==> config.mk <==
export PLATFORM = sky130hd
export DESIGN_NAME = vend_dispenser_flat
export DESIGN_NICKNAME = d
export VERILOG_FILES = /design/src/rtl/vend_pkg.sv /design/src/rtl/vend_dispenser_if.sv /design/src/rtl/vend_timer.sv /design/src/rtl/vend_dispenser.sv /design/src/flat_wrapper.sv
export SDC_FILE = /design/constraint.sdc
export NUM_CORES = 1
export LEC_CHECK = 0
export CAP_MARGIN = 30
export CORE_ASPECT_RATIO = 0.9
export CORE_MARGIN = 10
export CORE_UTILIZATION = 56
export DETAILED_ROUTE_END_ITERATION = 10
export PLACE_DENSITY_LB_ADDON = 0.12
export SYNTH_ARGS = -nofsm -noshare
export SYNTH_HDL_FRONTEND = slang
export SYNTH_HIERARCHICAL = 1
export SYNTH_SLANG_ARGS = --single-unit
==> constraint.sdc <==
create_clock -name clk_i -period 2.78 [get_ports clk_i]
set_input_delay 0.417 -clock clk_i [delete_from_list [all_inputs] [get_ports clk_i]]
set_output_delay 0.417 -clock clk_i [all_outputs]
set_load 0.02 [all_outputs]
==> src/rtl/vend_pkg.sv <==
// Shared types and constants for the vending dispenser slice.
package vend_pkg;
   localparam int MAX_NICKELS = 4;
   localparam int CHANGE_W    = 3;

   typedef enum logic [2:0] {IDLE, VEND, NICKEL, GAP, FAULT} state_e;

   // Codes above MAX_NICKELS come from a corrupted upstream FSM and must not vend.
   function automatic logic code_ok(input logic [CHANGE_W-1:0] code);
      return code <= CHANGE_W'(MAX_NICKELS);
   endfunction
endpackage

==> src/rtl/vend_dispenser_if.sv <==
// Signal bundle between the dispenser, the vending FSM and the coin hopper.
// Optional counter ports exist only when VEND_DISPENSER_STATS_EN is defined.
interface vend_dispenser_if;
   import vend_pkg::*;

   logic                soda_i;
   logic [CHANGE_W-1:0] change_i;
   logic                hopper_ack_i;
   logic                fault_clr_i;
   logic                soda_sol_o;
   logic                hopper_req_o;
   logic                busy_o;
   logic                done_o;
   logic                fault_o;
   logic                overflow_o;
   logic [CHANGE_W-1:0] nickels_left_o;
`ifdef VEND_DISPENSER_STATS_EN
   logic [15:0]         vend_count_o;
   logic [15:0]         nickel_count_o;
`endif

   modport master (
      output soda_i, change_i, hopper_ack_i, fault_clr_i,
      input  soda_sol_o, hopper_req_o, busy_o, done_o, fault_o, overflow_o,
             nickels_left_o
`ifdef VEND_DISPENSER_STATS_EN
      , input vend_count_o, nickel_count_o
`endif
   );

   modport slave (
      input  soda_i, change_i, hopper_ack_i, fault_clr_i,
      output soda_sol_o, hopper_req_o, busy_o, done_o, fault_o, overflow_o,
             nickels_left_o
`ifdef VEND_DISPENSER_STATS_EN
      , output vend_count_o, nickel_count_o
`endif
   );
endinterface

==> src/rtl/vend_timer.sv <==
// Loadable up/down cycle counter; tc flags 0 when counting down, TERM when counting up.
module vend_timer #(
   parameter int          W    = 5,
   parameter int unsigned TERM = 0
) (
   input  logic         clk_i,
   input  logic         reset_n,
   input  logic         load,
   input  logic [W-1:0] load_val,
   input  logic         en,
   input  logic         up,
   output logic         tc
);
   logic [W-1:0] cnt;

   always_ff @(posedge clk_i or negedge reset_n) begin
      if (!reset_n)  cnt <= '0;
      else if (load) cnt <= load_val;
      else if (en)   cnt <= up ? cnt + W'(1) : cnt - W'(1);
   end

   assign tc = up ? (cnt == W'(TERM)) : (cnt == '0);
endmodule

==> src/rtl/vend_dispenser.sv <==
// Soda solenoid pulse plus nickel-by-nickel change dispensing with a one-deep pending slot.
// Define VEND_DISPENSER_STATS_EN to add saturating vend/nickel counters.
module vend_dispenser
   import vend_pkg::*;
#(
   parameter int SODA_PULSE_CYC     = 4,
   parameter int NICKEL_TIMEOUT_CYC = 16
) (
   input logic             clk_i,
   input logic             reset_n,
   vend_dispenser_if.slave bus
);
   localparam int TIMER_MAX = (SODA_PULSE_CYC > NICKEL_TIMEOUT_CYC) ? SODA_PULSE_CYC
                                                                    : NICKEL_TIMEOUT_CYC;
   localparam int TIMER_W   = $clog2(TIMER_MAX) + 1;

   state_e              state_q, state_d;
   logic [CHANGE_W-1:0] nick_q, nick_d, nick_dec;
   logic                pend_vld_q, pend_vld_d;
   logic [CHANGE_W-1:0] pend_code_q, pend_code_d;
   logic                ovf_q, ovf_d;
   logic                done_q, done_d;
   logic                src_vld;
   logic [CHANGE_W-1:0] src_code;
   logic                soda_load, soda_en, soda_tc;
   logic                hop_load, hop_en, hop_tc;
   logic                nick_acc;

   vend_timer #(.W(TIMER_W), .TERM(0)) u_soda_timer (
      .clk_i    (clk_i),
      .reset_n  (reset_n),
      .load     (soda_load),
      .load_val (TIMER_W'(SODA_PULSE_CYC - 1)),
      .en       (soda_en),
      .up       (1'b0),
      .tc       (soda_tc)
   );

   vend_timer #(.W(TIMER_W), .TERM(NICKEL_TIMEOUT_CYC - 1)) u_hop_timer (
      .clk_i    (clk_i),
      .reset_n  (reset_n),
      .load     (hop_load),
      .load_val ('0),
      .en       (hop_en),
      .up       (1'b1),
      .tc       (hop_tc)
   );

   always_comb begin
      state_d     = state_q;
      nick_d      = nick_q;
      pend_vld_d  = pend_vld_q;
      pend_code_d = pend_code_q;
      ovf_d       = ovf_q;
      done_d      = 1'b0;
      soda_load   = 1'b0;
      soda_en     = 1'b0;
      hop_load    = 1'b0;
      hop_en      = 1'b0;
      nick_acc    = 1'b0;
      nick_dec    = nick_q - CHANGE_W'(1);
      src_vld     = pend_vld_q | bus.soda_i;
      src_code    = pend_vld_q ? pend_code_q : bus.change_i;

      if (bus.fault_clr_i) ovf_d = 1'b0;

      unique case (state_q)
         IDLE: begin
            if (src_vld) begin
               // Consuming the slot lets a same-cycle strobe take its place.
               if (pend_vld_q) begin
                  pend_vld_d  = bus.soda_i;
                  pend_code_d = bus.change_i;
               end
               if (code_ok(src_code)) begin
                  nick_d    = src_code;
                  soda_load = 1'b1;
                  state_d   = VEND;
               end else begin
                  state_d = FAULT;
               end
            end
         end
         VEND: begin
            soda_en = !soda_tc;
            if (soda_tc) begin
               if (nick_q == '0) begin
                  state_d = IDLE;
                  done_d  = 1'b1;
               end else begin
                  hop_load = 1'b1;
                  state_d  = NICKEL;
               end
            end
         end
         NICKEL: begin
            hop_en = 1'b1;
            if (bus.hopper_ack_i) begin
               nick_acc = 1'b1;
               nick_d   = nick_dec;
               if (nick_dec == '0) begin
                  state_d = IDLE;
                  done_d  = 1'b1;
               end else begin
                  state_d = GAP;
               end
            end else if (hop_tc) begin
               state_d = FAULT;
            end
         end
         GAP: begin
            hop_load = 1'b1;
            state_d  = NICKEL;
         end
         FAULT: begin
            if (bus.fault_clr_i) state_d = IDLE;
         end
         default: state_d = IDLE;
      endcase

      if (bus.soda_i && (state_q inside {VEND, NICKEL, GAP})) begin
         if (!pend_vld_q) begin
            pend_vld_d  = 1'b1;
            pend_code_d = bus.change_i;
         end else begin
            ovf_d = 1'b1;
         end
      end
      if (bus.soda_i && state_q == FAULT) ovf_d = 1'b1;

      // Entering FAULT flushes the slot; a strobe that would have been held there is lost.
      if (state_d == FAULT && state_q != FAULT) begin
         pend_vld_d = 1'b0;
         if (bus.soda_i && !(state_q == IDLE && !pend_vld_q)) ovf_d = 1'b1;
      end
   end

   always_ff @(posedge clk_i or negedge reset_n) begin
      if (!reset_n) begin
         state_q     <= IDLE;
         nick_q      <= '0;
         pend_vld_q  <= 1'b0;
         pend_code_q <= '0;
         ovf_q       <= 1'b0;
         done_q      <= 1'b0;
      end else begin
         state_q     <= state_d;
         nick_q      <= nick_d;
         pend_vld_q  <= pend_vld_d;
         pend_code_q <= pend_code_d;
         ovf_q       <= ovf_d;
         done_q      <= done_d;
      end
   end

   assign bus.soda_sol_o     = (state_q == VEND);
   assign bus.hopper_req_o   = (state_q == NICKEL);
   assign bus.busy_o         = (state_q != IDLE);
   assign bus.fault_o        = (state_q == FAULT);
   assign bus.done_o         = done_q;
   assign bus.overflow_o     = ovf_q;
   assign bus.nickels_left_o = nick_q;

`ifdef VEND_DISPENSER_STATS_EN
   logic [15:0] vend_cnt_q, nick_cnt_q;

   always_ff @(posedge clk_i or negedge reset_n) begin
      if (!reset_n) begin
         vend_cnt_q <= '0;
         nick_cnt_q <= '0;
      end else begin
         if (done_d && vend_cnt_q != 16'hFFFF)   vend_cnt_q <= vend_cnt_q + 16'd1;
         if (nick_acc && nick_cnt_q != 16'hFFFF) nick_cnt_q <= nick_cnt_q + 16'd1;
      end
   end

   assign bus.vend_count_o   = vend_cnt_q;
   assign bus.nickel_count_o = nick_cnt_q;
`endif
endmodule

==> src/flat_wrapper.sv <==
// flat-port wrapper written by rule: the top's interface ports become plain ports
module vend_dispenser_flat import vend_pkg::*;
#(
   parameter int SODA_PULSE_CYC     = 4,
   parameter int NICKEL_TIMEOUT_CYC = 16
)
  (clk_i, reset_n, bus_soda_i, bus_change_i, bus_hopper_ack_i, bus_fault_clr_i, bus_soda_sol_o, bus_hopper_req_o, bus_busy_o, bus_done_o, bus_fault_o, bus_overflow_o, bus_nickels_left_o);
  vend_dispenser_if bus_i ();
  input logic clk_i;
  input logic reset_n;
  input wire logic [$bits(bus_i.soda_i)-1:0] bus_soda_i;
  input wire logic [$bits(bus_i.change_i)-1:0] bus_change_i;
  input wire logic [$bits(bus_i.hopper_ack_i)-1:0] bus_hopper_ack_i;
  input wire logic [$bits(bus_i.fault_clr_i)-1:0] bus_fault_clr_i;
  output wire logic [$bits(bus_i.soda_sol_o)-1:0] bus_soda_sol_o;
  output wire logic [$bits(bus_i.hopper_req_o)-1:0] bus_hopper_req_o;
  output wire logic [$bits(bus_i.busy_o)-1:0] bus_busy_o;
  output wire logic [$bits(bus_i.done_o)-1:0] bus_done_o;
  output wire logic [$bits(bus_i.fault_o)-1:0] bus_fault_o;
  output wire logic [$bits(bus_i.overflow_o)-1:0] bus_overflow_o;
  output wire logic [$bits(bus_i.nickels_left_o)-1:0] bus_nickels_left_o;
  assign bus_i.soda_i = bus_soda_i;
  assign bus_i.change_i = bus_change_i;
  assign bus_i.hopper_ack_i = bus_hopper_ack_i;
  assign bus_i.fault_clr_i = bus_fault_clr_i;
  assign bus_soda_sol_o = bus_i.soda_sol_o;
  assign bus_hopper_req_o = bus_i.hopper_req_o;
  assign bus_busy_o = bus_i.busy_o;
  assign bus_done_o = bus_i.done_o;
  assign bus_fault_o = bus_i.fault_o;
  assign bus_overflow_o = bus_i.overflow_o;
  assign bus_nickels_left_o = bus_i.nickels_left_o;
  vend_dispenser #(.SODA_PULSE_CYC(SODA_PULSE_CYC), .NICKEL_TIMEOUT_CYC(NICKEL_TIMEOUT_CYC)) u_core (.clk_i(clk_i), .reset_n(reset_n), .bus(bus_i));
endmodule
Fig. 1: placement by cell class
Fill, decap, tap and diode cells in gray.
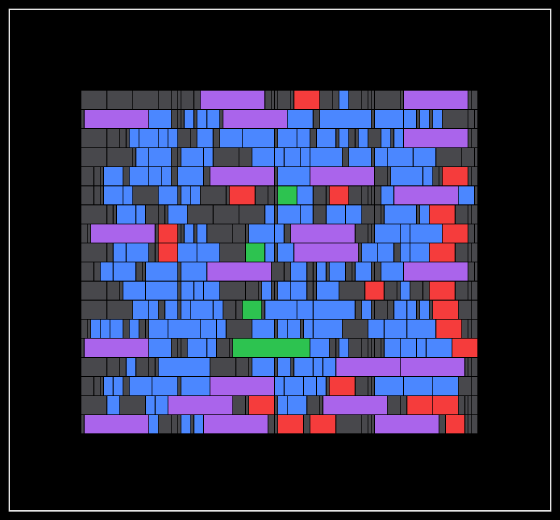
| class | color | cells | share of their area |
|---|---|---|---|
| remaining logic cells | blue | 165 | 58% |
| clock drivers and dummy loads | green | 4 | 2.8% |
| remaining buffers and delay cells | red | 21 | 10% |
| registers | purple | 22 | 29% |

Fig. 2: signal wires by layer
Bar = 20 um. Only two layers are drawn.
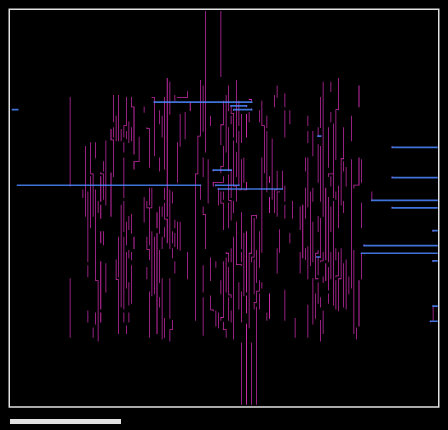
| layer | color | wire length |
|---|---|---|
| M2 | magenta | 1660 um |
| M3 | blue | 142 um |

Fig. 3: clock nets
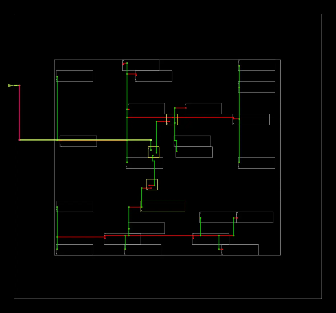
source-to-sink clock delay at the later pin of the worst-skew pair: 0.31 ns
cts bufs inserted: 3

Fig. 4: where the registers sit
Bar = 20 um.
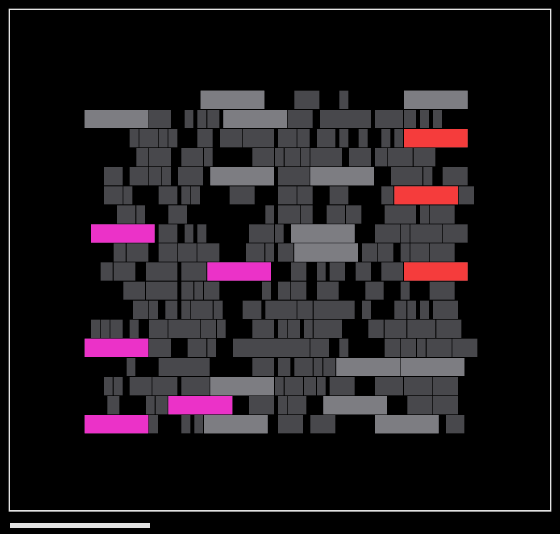
| netlist name | color | sequential cells |
|---|---|---|
| u_core/bus.nickels_left_o | red | 3 |
| u_core/u_hop_timer/cnt | magenta | 5 |
not colored: 14

Fig. 5: clock wires, drivers and flops
Bar = 20 um.
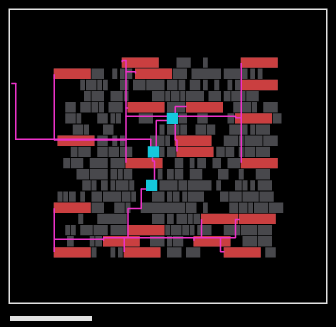
[clock-net drivers] cyan | count: 3
[flip-flops] red | count: 22
[clock wires] magenta | length: 291 um
routed clock nets: 4

==> results.yml <==
# yosys + openroad results
clock_network:
  clkTransAtPathRegs_ns: 0.14
  ctsResizeCount: 0
  cts-htree-levels: 1
  ctsHoldBuffers: 0
  clock_root_cell: "sky130_fd_sc_hd__clkbuf_4"
  tritoncts: "done"
  post_cts_buffers: 0
  ctsLongestPathBuffers: 2
  cts.sinks: 22
final_timing:
  timing_worst_slew_pin_value_ns: 1.01
  timing.setup.tns_ns: 0
  max_slew_margin: 0.321
  finalClockSkew_ns: 0.0123
  layout_worst_path_cycle_share: 0.876
  finalSetupViolCount: 0
  final_critical_delay_including_setup_and_external_delays_ns: 2.44
  final_max_slew_violation_tally: 0
  worst_slack_ns: 0.344
  unrepaired_setup_endpoints_after_global_routing: "false"
  report.final.hold_viol_count: 0
  finalHoldWorstSlack_ns: 0.440
  fmaxAchievable_mhz: 411
worst_setup_path:
  crit_buf_inv: 0
  critPathRequiredTime_ns: 2.99
  cell_type_group_with_the_largest_total_delay_on_the_critical_path: "simple AND/OR/NAND/NOR gates"
  crit_fanout: 6
  regToRegEndpoint: "u_core/u_hop_timer/cnt[3]$_DFFE_PN0P_"
  max_stage_delay_ns: 0.53
  crit_type: "register to register"
  critical_path.endpoint_type: "register"
  setup.worst_path.start_class: "register"
  path_cells: "or4_1, nor2_1, nor2b_1, nor2_1, nor2_1, nor2_1, a22o_1, or3_1"
  worstPathArrival_ns: 2.65
  setup.worst_path.start: "u_core/u_soda_timer/cnt[0]$_DFFE_PN0P_"
  rr_worst_depth: 8
  cp_endpoint: "u_core/u_hop_timer/cnt[3]$_DFFE_PN0P_"
  r2r-start: "u_core/u_soda_timer/cnt[0]$_DFFE_PN0P_"
  crit_slowest_cell: "sky130_fd_sc_hd__or4_1"
  total_number_of_cells_along_the_worst_setup_path: 8
  setup.reg_to_reg.worst_slack_ns: 0.34
  critical-path-top-cell-by-count: "sky130_fd_sc_hd__nor2_1"
logic_synthesis:
  post_synth_mux_area_share: 0.0588
  count_of_different_cell_masters_after_synthesis: 53
  synth.comb.largest_family: "simple AND/OR/NAND/NOR gates"
  largest_cells_by_area: "sky130_fd_sc_hd__dfrtp_1, sky130_fd_sc_hd__ha_1, sky130_fd_sc_hd__nor2_1"
  synthXorXnorAreaFrac: 0.0214
  synth_stat.cells: 178
  dominantRegCellSynth: "sky130_fd_sc_hd__dfrtp_1"
  syn_inst: 178
  simple_share: 0.247
  synthesis.area_per_instance_um2: 9.20
  ys_seq_elements: 22
  synth_compound_gate_area_share: 0.177
  ys_top_cells_by_count: "sky130_fd_sc_hd__dfrtp_1, sky130_fd_sc_hd__nor2_1, sky130_fd_sc_hd__inv_1, sky130_fd_sc_hd__nand2_1, sky130_fd_sc_hd__ha_1"
  synth-edff-count: 0
  yosysTopAreaCell: "sky130_fd_sc_hd__dfrtp_1"
  synth_top_cell_by_count: "sky130_fd_sc_hd__dfrtp_1"
  synth_area_um2: 1640
  yosys.stat.seqShare: 0.336
  yosys_warnings: 6
  synthDominantCellAreaShare: 0.336
  synth_chip_area_um2: 1640
  share_of_flip_flops_with_an_asynchronous_set_or_reset_after_synthesis: 1.00
  fa_ha_area_frac: 0.0932
pwr:
  max-vdd-ir-drop_uv: 484
  static_leakage_uw: 0.000894
  report.power.total_uw: 2240
  power_per_cell_area_nw_per_um2: 1150
finish:
  layout.clock_buffers: 3
  layout.non_clock_inverters: 12
  drive_gt1_frac: 0.0896
  signal_buffer_area_fraction: 0.102
  layout.area.top_class: "combinational gates"
  buffers_excl_clock: 21
  areaGrowthSynthToFinish_pct: 18.8
  ff_count: 22
  multi_input_comb_cells: 153
  num-fill-cells: 229
  clockNetworkAreaShare: 0.0270
  seqAreaFraction: 0.283
  sh_comb_area: 0.540
  post-route-cell-area_um2: 1950
  utilization: 0.702
  multiInputGateArea_um2: 1050
  number_of_inserted_diodes: 0
  finish.net_count: 232
  instances_no_fill: 252
  regArea_um2: 551
floorplanning:
  design.portCount: 17
  dieHeight_um: 71.3
  core.rowCount: 18
  floorplan.die_area_um2: 5490
  chipWidth_um: 77.0
  num_tap_cells: 40
  initial_utilization: 0.591
  core_region_area_um2: 2770
grt:
  grt_residual_overflow: 0
  grt_antenna_before_repair: 0
  grt_use_total: 0.134
  grt_pass1_wl_um: 6290
  first_global_vias: 1397
  grt_max_degree: 23
placement:
  placed_inst_area_um2: 1890
  dp.cells: 248
  port_buffers: 16
  place_hpwl_um: 2680
  preCtsSetupSlack_ns: 0.416
  gp_routability_congestion: 0.921
detailed_routing:
  drt_iter0_markers: 77
  drc_errors: 0
  vias_after_detailed_routing: 1375
  route.detailed.vias_per_inst: 5.46
  avgRoutedWirePerCell_um: 14.1
  detail_route.wirelength_um: 3570
  firstDrtPassIters: 5
  number_of_routed_nets_with_antenna_violations: 0
job:
  stage_log_warnings: 28
  drv.max_cap_violation_count: 0
worst_hold_path:
  min-delay-path-class: "primary input to async pin"
run_status:
  run_status: "complete, no violations"
==> cells in the final DEF (no fill, tap or decap), types with 4 or more instances in the layout <==
master                            netlist  final
sky130_fd_sc_hd__mux2i_1                4      4
sky130_fd_sc_hd__nor4b_1                6      6
sky130_fd_sc_hd__conb_1                 2     19
sky130_fd_sc_hd__ha_1                   9      9
sky130_fd_sc_hd__inv_1                 12     12
sky130_fd_sc_hd__a22oi_1                4      4
sky130_fd_sc_hd__dfrtp_1               22     22
sky130_fd_sc_hd__o21ai_1                5      5
sky130_fd_sc_hd__nor2_1                18     18
sky130_fd_sc_hd__a21oi_1                4      4
sky130_fd_sc_hd__nand2b_1               4      4
sky130_fd_sc_hd__o21ai_0                7      7
sky130_fd_sc_hd__clkdlybuf4s50_1        0     16
sky130_fd_sc_hd__buf_4                  0      5
sky130_fd_sc_hd__nor3b_1                4      4
sky130_fd_sc_hd__xnor2_1                4      4
sky130_fd_sc_hd__nand2_1               10     10
==> registers in the layout (all words and copies together), names as in the netlist <==
register and flops:
u_core/u_hop_timer/cnt 5, u_core/bus.done_o 1, u_core/bus.nickels_left_o 3, u_core/state_q 3, u_core/u_soda_timer/cnt 5, u_core/bus.overflow_o 1, u_core/pend_vld_q 1, u_core/pend_code_q 3
==> per-layer routing <==
layer | wire, um | track usage | share of wire | up-vias
li1 | - | - | - | 689
met1 | 1730 | 0.168 | 0.49 | 656
met2 | 1660 | 0.227 | 0.46 | 26
met3 | 142 | 0.0274 | 0.040 | 4
met4 | 35 | 0.0385 | 0.0098 | 0
met5 | 0 | 0 | 0 | -
==> power breakdown <==
group | internal, uW | total (uW) | switching [uW]
Sequential | 477 | 656 | 179
Combinational | 643 | 1330 | 688
Clock | 146 | 249 | 103
Total | 1270 | 2240 | 969
Power figures rest on the tool's default switching activity, not on a simulated workload.
